===== config.mk =====
export PLATFORM = sky130hd
export DESIGN_NAME = dff_share_arb
export DESIGN_NICKNAME = d
export VERILOG_FILES = /design/src/rtl/dff_share_arb.sv
export SDC_FILE = /design/constraint.sdc
export NUM_CORES = 1
export LEC_CHECK = 0
export CAP_MARGIN = 10
export CELL_PAD_IN_SITES_DETAIL_PLACEMENT = 1
export CELL_PAD_IN_SITES_GLOBAL_PLACEMENT = 2
export CORE_MARGIN = 2
export CORE_UTILIZATION = 30
export CTS_CLUSTER_DIAMETER = 60
export DETAILED_ROUTE_END_ITERATION = 8
export GPL_TIMING_DRIVEN = 0
export PLACE_DENSITY_LB_ADDON = 0.1
export SYNTH_ARGS = -nofsm -noshare
export SYNTH_HDL_FRONTEND = slang
export SYNTH_SLANG_ARGS = --single-unit

===== constraint.sdc =====
create_clock -name clk_i -period 2 [get_ports clk_i]
set_input_delay 0.4 -clock clk_i [delete_from_list [all_inputs] [get_ports clk_i]]
set_output_delay 0.4 -clock clk_i [all_outputs]
set_load 0.005 [all_outputs]

===== src/rtl/dff_share_arb.sv =====
// Round-robin arbiter and write/verify sequencer for one shared single-bit flop.
// Optional grant lock is enabled by defining DFF_ARB_LOCK_EN (adds the lock_i port).
module dff_share_arb #(
  parameter int NREQ      = 4,
  parameter int RETRY_MAX = 2
) (
  input  logic            clk_i,
  input  logic            reset_i,
  input  logic [NREQ-1:0] req_i,
  input  logic [NREQ-1:0] wdata_i,
`ifdef DFF_ARB_LOCK_EN
  input  logic [NREQ-1:0] lock_i,
`endif
  output logic [NREQ-1:0] gnt_o,
  output logic [NREQ-1:0] ack_o,
  output logic            err_o,
  output logic            busy_o,
  output logic            d_o,
  input  logic            q_i
);

  localparam int          PW   = (NREQ > 1) ? $clog2(NREQ) : 1;
  localparam int unsigned N    = NREQ;
  localparam logic [2:0]  RMAX = 3'(RETRY_MAX);

  typedef enum logic [1:0] {IDLE, WRITE, CHECK, RESP} state_t;

  state_t          state_q, state_d;
  logic [NREQ-1:0] gnt_q, gnt_d;
  logic [NREQ-1:0] ack_q, ack_d;
  logic            d_q, d_d;
  logic            err_q, err_d;
  logic            busy_q, busy_d;
  logic [PW-1:0]   ptr_q, ptr_d;
  logic [PW-1:0]   win_q, win_d;
  logic [2:0]      retry_q, retry_d;
`ifdef DFF_ARB_LOCK_EN
  logic            lock_q, lock_d;
`endif

  logic            found;
  logic [PW-1:0]   pick;
  int unsigned     idx;

  // A held lock re-grants the previous winner ahead of the round-robin search.
  always_comb begin
    found = 1'b0;
    pick  = '0;
    idx   = 0;
`ifdef DFF_ARB_LOCK_EN
    if (lock_q && req_i[win_q]) begin
      found = 1'b1;
      pick  = win_q;
    end
`endif
    for (int unsigned i = 0; i < N; i++) begin
      idx = (32'(ptr_q) + i) % N;
      if (!found && req_i[idx[PW-1:0]]) begin
        found = 1'b1;
        pick  = idx[PW-1:0];
      end
    end
  end

  always_comb begin
    state_d = state_q;
    gnt_d   = gnt_q;
    ack_d   = '0;
    d_d     = d_q;
    err_d   = err_q;
    ptr_d   = ptr_q;
    win_d   = win_q;
    retry_d = retry_q;
`ifdef DFF_ARB_LOCK_EN
    lock_d  = lock_q;
`endif
    unique case (state_q)
      IDLE: begin
        if (found) begin
          gnt_d       = '0;
          gnt_d[pick] = 1'b1;
          d_d         = wdata_i[pick];
          win_d       = pick;
          retry_d     = '0;
          state_d     = WRITE;
`ifdef DFF_ARB_LOCK_EN
          if (!lock_i[pick]) lock_d = 1'b0;
`endif
        end
      end
      WRITE: state_d = CHECK;
      CHECK: begin
        if (q_i == d_q) begin
          ack_d   = gnt_q;
          state_d = RESP;
        end else if (retry_q < RMAX) begin
          retry_d = retry_q + 3'd1;
          state_d = WRITE;
        end else begin
          err_d   = 1'b1;
          ack_d   = gnt_q;
          state_d = RESP;
        end
      end
      RESP: begin
        gnt_d   = '0;
        state_d = IDLE;
        ptr_d   = (win_q == PW'(NREQ - 1)) ? '0 : win_q + 1'b1;
`ifdef DFF_ARB_LOCK_EN
        lock_d  = lock_i[win_q];
        if (lock_i[win_q]) ptr_d = ptr_q;
`endif
      end
      default: state_d = IDLE;
    endcase
    busy_d = (state_d != IDLE);
  end

  always_ff @(posedge clk_i or posedge reset_i) begin
    if (reset_i) begin
      state_q <= IDLE;
      gnt_q   <= '0;
      ack_q   <= '0;
      d_q     <= 1'b0;
      err_q   <= 1'b0;
      busy_q  <= 1'b0;
      ptr_q   <= '0;
      win_q   <= '0;
      retry_q <= '0;
`ifdef DFF_ARB_LOCK_EN
      lock_q  <= 1'b0;
`endif
    end else begin
      state_q <= state_d;
      gnt_q   <= gnt_d;
      ack_q   <= ack_d;
      d_q     <= d_d;
      err_q   <= err_d;
      busy_q  <= busy_d;
      ptr_q   <= ptr_d;
      win_q   <= win_d;
      retry_q <= retry_d;
`ifdef DFF_ARB_LOCK_EN
      lock_q  <= lock_d;
`endif
    end
  end

  assign gnt_o  = gnt_q;
  assign ack_o  = ack_q;
  assign err_o  = err_q;
  assign busy_o = busy_q;
  assign d_o    = d_q;

endmodule


==> results.txt <==
The following summarizes the physical implementation.

Detailed routing
The final layout contains routed wiring with a total length of 2086 µm. In the final routed layout, each cell accounts on average for 12.88 µm. After detailed routing, the wire length on met1 is 960 µm. The uppermost layer routed is met4.

GRT
Global routing consumed, on the met3 layer, 2.559% of the routing resources. The via count of the first global-routing pass was 757.

STA
The transition time at the pin with the least slew margin is 759.6 ps. Once routing completed, OpenROAD measured the worst setup slack at 151.6 ps. The worst pin sits at a relative slew slack of 49.30%. Counting I/O delays and the setup requirement, the final critical path takes 1848 ps. The number of hold violations in the final report is 0.

Floorplanning
In this run the core area contains 20 standard-cell rows. During tapcell insertion the tool placed 44 well taps.

Critical path
On the worst path, the slowest cell contributes a delay of 550 ps. Together, buffers and inverters on the worst path number 1. Grouping stages by cell kind, the critical path spends the most delay in buffers and inverters.

Synth
The xor and xnor fraction of the mapped netlist area is 0.9079%. The synthesized net count is 107. Per the synth stats, the proportion of register bits with asynchronous set or reset is 100.0%.

Yosys shows that the main logic family after synthesis is AND-OR/OR-AND gates. The cell-mix breakdown from Yosys lists the adder-cell area share as 2.594%. The proportion of synthesized chip area in sequential cells is 51.88%. The instance tally after logic synthesis is 94. Each instance of the synthesized netlist takes up on average 10.26 µm².

Sorting the synthesis cell report by count puts at the top sky130_fd_sc_hd__dfrtp_1.

Finish
The number of clock-tree buffers in the layout is 3. The number of buffers outside the clock class in the layout is 24. The count of multi-input gates is 68. The largest cell class by area is flip-flops and latches. The fraction of area in clock buffers and inverters is 1.789%. The share of layout cells above drive strength 1 is 5.932%.

Placement
The setup slack after placement is -222.8 ps. The wire-length estimate of the detail-placed layout is 1632 µm.

CTS
The tree is rooted in a sky130_fd_sc_hd__clkbuf_4. TritonCTS built the clock tree.

Outcome
The run finished with clean final reports.

Power and ir drop
The power per cell area is 1308 nW/µm².
## layout by cell type, fill, tap and decap left out, types with 3 or more instances in the layout
cell / Yosys / layout
sky130_fd_sc_hd__nor2_1: 7 / 7
sky130_fd_sc_hd__and2_1: 4 / 4
sky130_fd_sc_hd__clkbuf_4: 0 / 3
sky130_fd_sc_hd__inv_1: 3 / 3
sky130_fd_sc_hd__o21ai_0: 8 / 8
sky130_fd_sc_hd__o31ai_1: 3 / 3
sky130_fd_sc_hd__dfrtp_1: 20 / 20
sky130_fd_sc_hd__mux2i_1: 3 / 3
sky130_fd_sc_hd__nand3_1: 3 / 3
sky130_fd_sc_hd__clkdlybuf4s50_1: 0 / 21
sky130_fd_sc_hd__nor3_1: 3 / 3
sky130_fd_sc_hd__nand2_1: 8 / 8
sky130_fd_sc_hd__a21oi_1: 3 / 3
## final timing paths
| path | startpoint | endpoint | cells past startpoint |
|---|---|---|---|
| setup / recovery | req_i[2] | d_o | 6 |
| hold / removal | err_o | err_o | 1 |
| setup reg to reg | ptr_q[1] | d_o | 5 |
| hold reg to reg | err_o | err_o | 1 |
| max in group asynchronous | reset_i | gnt_o[1] | 2 |
| min in group asynchronous | reset_i | err_o | 2 |
## report_power, final
| group | total, mW | internal (mW) | switching [mW] |
|---|---|---|---|
| logic | 0.758 | 0.384 | 0.374 |
| registers | 0.702 | 0.562 | 0.141 |
| clock network | 0.187 | 0.0702 | 0.117 |
## flip-flops by register name, summed over array words and instances, names as in the netlist
| name | cells |
|---|---|
| state_q | 2 |
| busy_o | 1 |
| gnt_o | 4 |
| err_o | 1 |
| win_q | 2 |
| d_o | 1 |
| ptr_q | 2 |
| ack_o | 4 |
| retry_q | 3 |
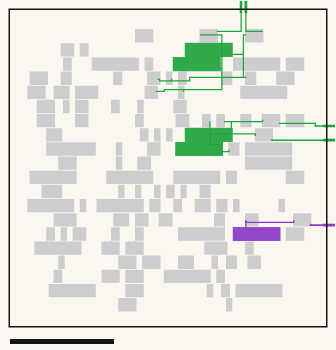
port_nets.png
Scale bar: 20 µm.
purple -> err_o  # bits 1, direction output, edge right, end cells 1, buffers 1, wire 20.7 µm
green -> gnt_o  # bits 4, direction output, edge 2 right, 2 top, end cells 4, buffers 4, wire 119 µm
Port Buf Inserts: 21
number of primary I/O pins: 22

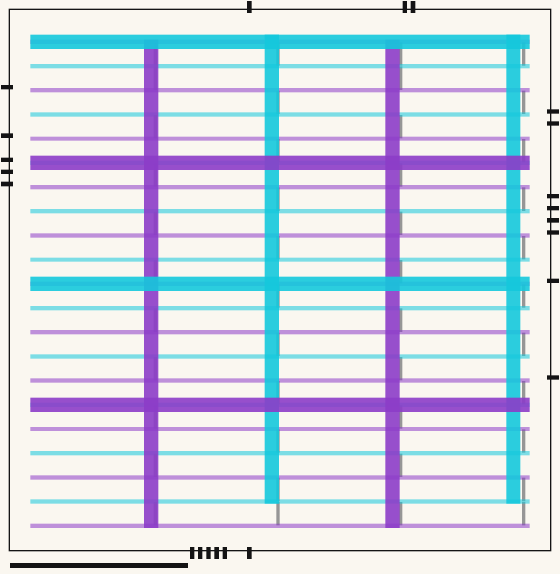
pdn.png
Scale bar: 20 µm. Pins as bars on the die edge. Tap cells in grey.
purple -> VSS
cyan -> VDD
signal pins = 22
tap cells = 44
met1 rails = 21
met4 straps = 4
die width: 60.71 µm
VDD IR-drop max: 0.5901 mV
Core Footprint: 3053 µm²
die outline height: 60.71 µm

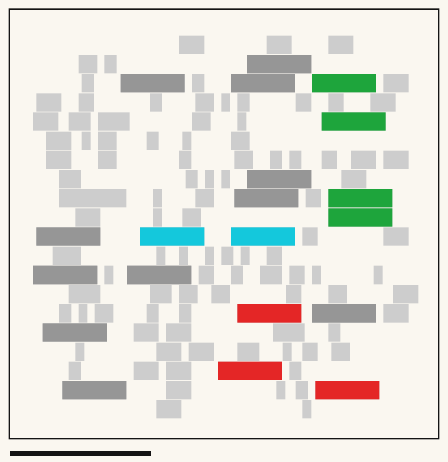
registers.png
Scale bar: 20 µm.
red -> retry_q  # sequential cells 3
green -> ack_o  # sequential cells 4
cyan -> state_q  # sequential cells 2
Final Util: 41.23%
sequential logic power: 702 µW
area occupied by registers: 500.5 µm²
sequential portion of the cell area: 39.76%

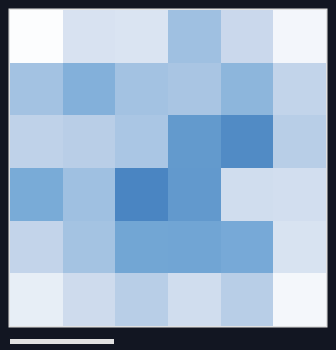
density.png
Scale bar: 20 µm. 6 x 6 tiles, from white (low) to dark blue (high), 0 to 100% covered.
nearly empty tiles = 2.8%
mean over tiles = 33%
densest ninth of the die = middle
initial core utilization: 31.60%

Power is estimated from default activity; no workload was simulated.
